`config.mk`:
```
export PLATFORM = sky130hd
export DESIGN_NAME = alu_result_uart_tx_flat
export DESIGN_NICKNAME = d
export VERILOG_FILES = /design/src/rtl/alu_result_uart_tx_if.sv /design/src/rtl/alu_result_uart_tx.sv /design/src/flat_wrapper.sv
export SDC_FILE = /design/constraint.sdc
export NUM_CORES = 1
export LEC_CHECK = 0
export ABC_CLOCK_PERIOD_IN_PS = 3600
export CAP_MARGIN = 15
export CORE_MARGIN = 8
export CORE_UTILIZATION = 25
export DETAILED_ROUTE_END_ITERATION = 8
export PLACE_DENSITY_LB_ADDON = 0.12
export SYNTH_ARGS = -nofsm -noshare
export SYNTH_HDL_FRONTEND = slang
export SYNTH_SLANG_ARGS = --single-unit
```
`constraint.sdc`:
```
create_clock -name clk -period 3.6 [get_ports clk]
set_clock_uncertainty 0.05 [all_clocks]
set_input_delay 0.36 -clock clk [delete_from_list [all_inputs] [get_ports clk]]
set_output_delay 0.36 -clock clk [all_outputs]
set_load 0.01 [all_outputs]
```
`src/rtl/alu_result_uart_tx_if.sv`:
```
// Result-byte handshake between the ALU result register and the UART serializer.
// The source holds res_data stable while res_valid is high and res_ready is low.
interface alu_result_uart_tx_if;
  logic [7:0] res_data;
  logic       res_valid;
  logic       res_ready;

  modport master (
    output res_data,
    output res_valid,
    input  res_ready
  );

  modport slave (
    input  res_data,
    input  res_valid,
    output res_ready
  );
endinterface

```
`src/rtl/alu_result_uart_tx.sv`:
```
// 8N1 LSB-first serializer for ALU result bytes with a one-byte holding register.
// The holding register lets the next byte queue up while a frame is on the wire.
module alu_result_uart_tx #(
  parameter int CLK_DIV = 16
) (
  input  logic                 clk,
  input  logic                 rst_n,
  alu_result_uart_tx_if.slave  bus,
  output logic                 tx,
  output logic                 busy,
  output logic                 tx_done
);

  localparam int BW = (CLK_DIV > 1) ? $clog2(CLK_DIV) : 1;
  localparam logic [BW-1:0] BAUD_LAST = BW'(CLK_DIV - 1);
  localparam logic [BW-1:0] BAUD_ONE  = BW'(1);

  typedef enum logic [1:0] {
    IDLE,
    START,
    DATA,
    STOP
  } state_e;

  state_e          state_q, state_d;
  logic [7:0]      hold_q, hold_d;
  logic            hold_full_q, hold_full_d;
  logic [7:0]      shift_q, shift_d;
  logic [2:0]      bit_q, bit_d;
  logic [BW-1:0]   baud_q, baud_d;

  logic            accept;
  logic            baud_end;
  logic            load;

  assign bus.res_ready = !hold_full_q;
  assign accept        = bus.res_valid && !hold_full_q;
  assign baud_end      = (baud_q == BAUD_LAST);
  assign busy          = (state_q != IDLE) || hold_full_q;

  always_comb begin
    state_d = state_q;
    shift_d = shift_q;
    bit_d   = bit_q;
    baud_d  = baud_q;
    load    = 1'b0;
    tx      = 1'b1;
    tx_done = 1'b0;
    unique case (state_q)
      IDLE: begin
        baud_d = '0;
        bit_d  = '0;
        if (hold_full_q) begin
          load    = 1'b1;
          state_d = START;
        end
      end
      START: begin
        tx = 1'b0;
        if (baud_end) begin
          baud_d  = '0;
          bit_d   = '0;
          state_d = DATA;
        end else begin
          baud_d = baud_q + BAUD_ONE;
        end
      end
      DATA: begin
        tx = shift_q[0];
        if (baud_end) begin
          baud_d  = '0;
          shift_d = {1'b0, shift_q[7:1]};
          bit_d   = bit_q + 3'd1;
          if (bit_q == 3'd7) begin
            state_d = STOP;
          end
        end else begin
          baud_d = baud_q + BAUD_ONE;
        end
      end
      STOP: begin
        tx = 1'b1;
        if (baud_end) begin
          tx_done = 1'b1;
          baud_d  = '0;
          // a queued byte starts its frame with no idle gap
          if (hold_full_q) begin
            load    = 1'b1;
            state_d = START;
          end else begin
            state_d = IDLE;
          end
        end else begin
          baud_d = baud_q + BAUD_ONE;
        end
      end
      default: begin
        state_d = IDLE;
      end
    endcase
    if (load) begin
      shift_d = hold_q;
    end
  end

  // load only happens when full and accept only when empty, so they never collide
  always_comb begin
    hold_d      = hold_q;
    hold_full_d = hold_full_q;
    unique case (1'b1)
      accept: begin
        hold_d      = bus.res_data;
        hold_full_d = 1'b1;
      end
      load: begin
        hold_full_d = 1'b0;
      end
      default: begin
        hold_full_d = hold_full_q;
      end
    endcase
  end

  always_ff @(posedge clk or negedge rst_n) begin
    if (!rst_n) begin
      state_q     <= IDLE;
      hold_q      <= '0;
      hold_full_q <= 1'b0;
      shift_q     <= '0;
      bit_q       <= '0;
      baud_q      <= '0;
    end else begin
      state_q     <= state_d;
      hold_q      <= hold_d;
      hold_full_q <= hold_full_d;
      shift_q     <= shift_d;
      bit_q       <= bit_d;
      baud_q      <= baud_d;
    end
  end

endmodule

```
`src/flat_wrapper.sv`:
```
// flat-port wrapper written by rule: the top's interface ports become plain ports
module alu_result_uart_tx_flat 
#(
  parameter int CLK_DIV = 16
)
  (clk, rst_n, tx, busy, tx_done, bus_res_data, bus_res_valid, bus_res_ready);
  alu_result_uart_tx_if bus_i ();
  input  logic clk;
  input  logic rst_n;
  output logic tx;
  output logic busy;
  output logic tx_done;
  input wire logic [$bits(bus_i.res_data)-1:0] bus_res_data;
  input wire logic [$bits(bus_i.res_valid)-1:0] bus_res_valid;
  output wire logic [$bits(bus_i.res_ready)-1:0] bus_res_ready;
  assign bus_i.res_data = bus_res_data;
  assign bus_i.res_valid = bus_res_valid;
  assign bus_res_ready = bus_i.res_ready;
  alu_result_uart_tx #(.CLK_DIV(CLK_DIV)) u_core (.clk(clk), .rst_n(rst_n), .bus(bus_i), .tx(tx), .busy(busy), .tx_done(tx_done));
endmodule
```
==> metrics.yaml, run 1 <==
outcome:
  outcome: "completed"
layout:
  final_cells: 201
  drive_gt1_frac: 0.145
  nNetsFinal: 152
  nNonClkInverters: 5
  bufAreaShareNonClock: 0.0932
logic_synthesis:
  common_cells: "dfrtp_1 (26), nand2_1 (12), mux2_2 (10), o21ai_0 (10), ha_1 (9)"
  ys_seq_frac: 0.501
  compound_area_frac: 0.120
  edf_count: 0
  ys_sh_mux: 0.141
critical_path:
  required_ns: 3.19
  path_delay_family: "buffers and inverters"
  path_cells: "inv_1 > ha_1 > o21ai_0 > clkdlybuf4s50_1"
  max_stage_delay_ns: 0.57
die:
  rows: 26
pwr:
  power_leader: "sequential cells"
  irDropWorstVdd_uv: 283
  seq_power_w: 0.000506
  internal-power_w: 0.000796
clock_network:
  clockBufferDepth: 2
  post_cts_buffers: 0
grt:
  grt_max_degree: 27
flow_run:
  max-cap-violations: 0
sta:
  setup_viol: 0
  slew_violations: 0
detailed_routing:
  dr_wl_met2_mm: 1.12
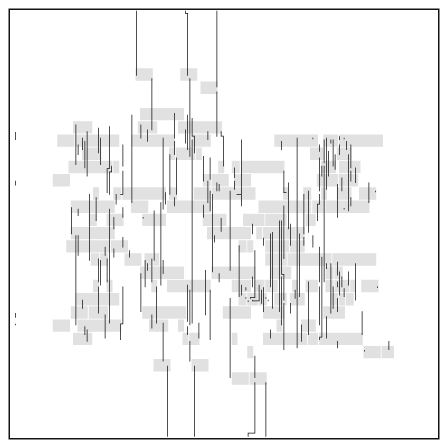
Run 1: M2 wires
- wire length on this layer: 1120 um
- main direction: vertical
- longest straight run: 43.2 um
met2 Use GR: 0.118
DR vias: 880

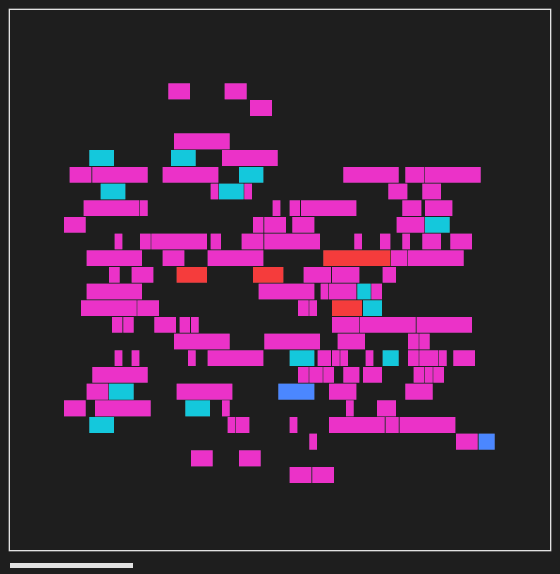
Run 1: sizing map
Bar = 20 um.
- magenta: _0 and _1 cells (cells 112; share 85%; most used dfrtp_1)
- red: _6 and larger (cells 4; share 3.1%; most used clkbuf_8)
- cyan: _2 cells (cells 13; share 9.9%; most used mux2_2)
- blue: _3 and _4 cells (cells 2; share 1.5%)
Area Overhead vs Synth: 22.0%
Non-CTS buffers: 15
final instance area: 1580 um^2
Setup WS post-layout: 1.21 ns

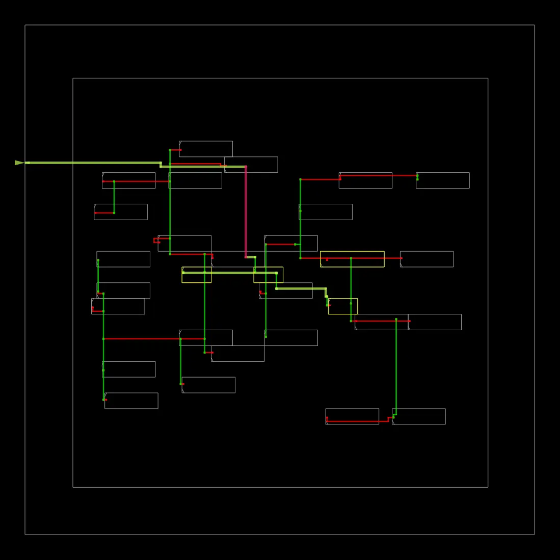
Run 1: the clock network
clock buf count: 3
FFs & Latches: 26
Clk Latency, worst-skew pair: 0.27 ns
clock group power: 0.000241 W

Run 1, met1 routing:
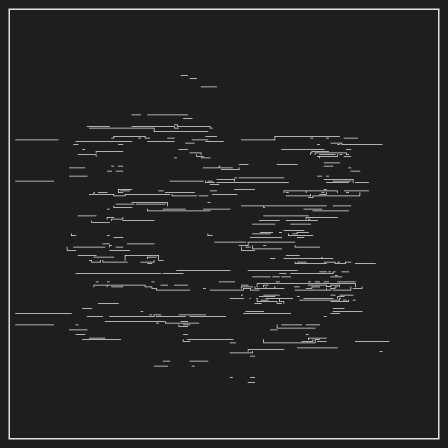

--- run 2 (diff from run 1) ---
ABC_CLOCK_PERIOD_IN_PS = 2300   (was 3600)
clock period = 2.3 ns   (was 3.6 ns; I/O delays follow)
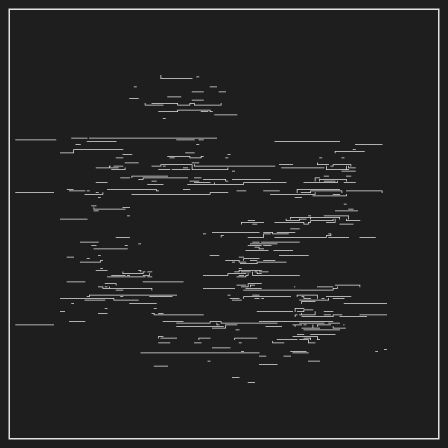
Run 2: met1 routing
- nets with wire on the layer: 132
- share of all routed wire: 46%
met1 GRT Util: 0.0822
DR vias: 886
drt total wl: 2.43 mm

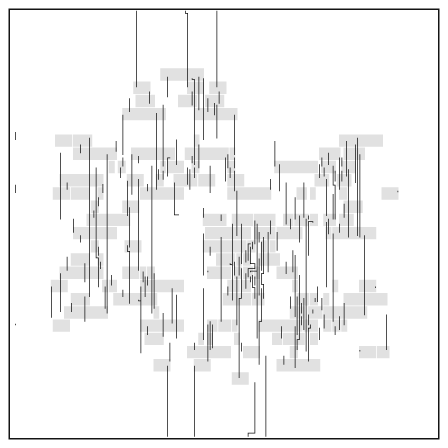
Run 2: M2 wires
- share of all routed wire: 48%
- wire length on this layer: 1180 um
- longest straight run: 32.6 um
met2 Use GR: 0.120

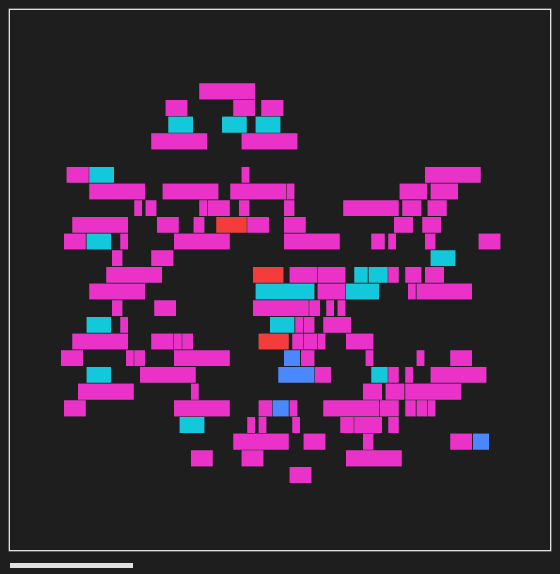
Run 2: sizing map
Bar = 20 um.
Area Overhead vs Synth: 21.1%
Setup WS post-layout: 0.162 ns

==> metrics.yaml, run 2 <==
outcome:
  outcome: "completed"
layout:
  drive_gt1_frac: 0.167  # +0.0216
  fin_area_um2: 1570  # -0.71%
  bufAreaShareNonClock: 0.103  # +0.0102
  nNonClkInverters: 5  # unchanged
  signal_buffers: 17  # +2
  final_cells: 202  # +0.50%
  nNetsFinal: 154  # +1.3%
detailed_routing:
  dr_wl_met2_mm: 1.18  # +5.4%
die:
  rows: 26  # unchanged
flow_run:
  max-cap-violations: 0  # unchanged
sta:
  setup_viol: 0  # unchanged
  slew_violations: 0  # unchanged
pwr:
  seq_power_w: 0.000795  # +57%
  internal-power_w: 0.00115  # +44%
  p_clk_w: 0.000255  # +6%
  irDropWorstVdd_uv: 347  # +23%
clock_network:
  post_cts_buffers: 0  # unchanged
  clockBufferDepth: 2  # unchanged
  clk_latency_ns: 0.27  # about the same
logic_synthesis:
  edf_count: 0  # unchanged
  common_cells: "dfrtp_1 (26), nand2_1 (12), mux2_2 (10), o21ai_0 (10), ha_1 (9)"
  compound_area_frac: 0.120  # unchanged
critical_path:
  path_delay_family: "buffers and inverters"
  required_ns: 2.02  # -1.17 ns
  max_stage_delay_ns: 0.56  # about the same
Power figures rest on the tool's default switching activity, not on a simulated workload.
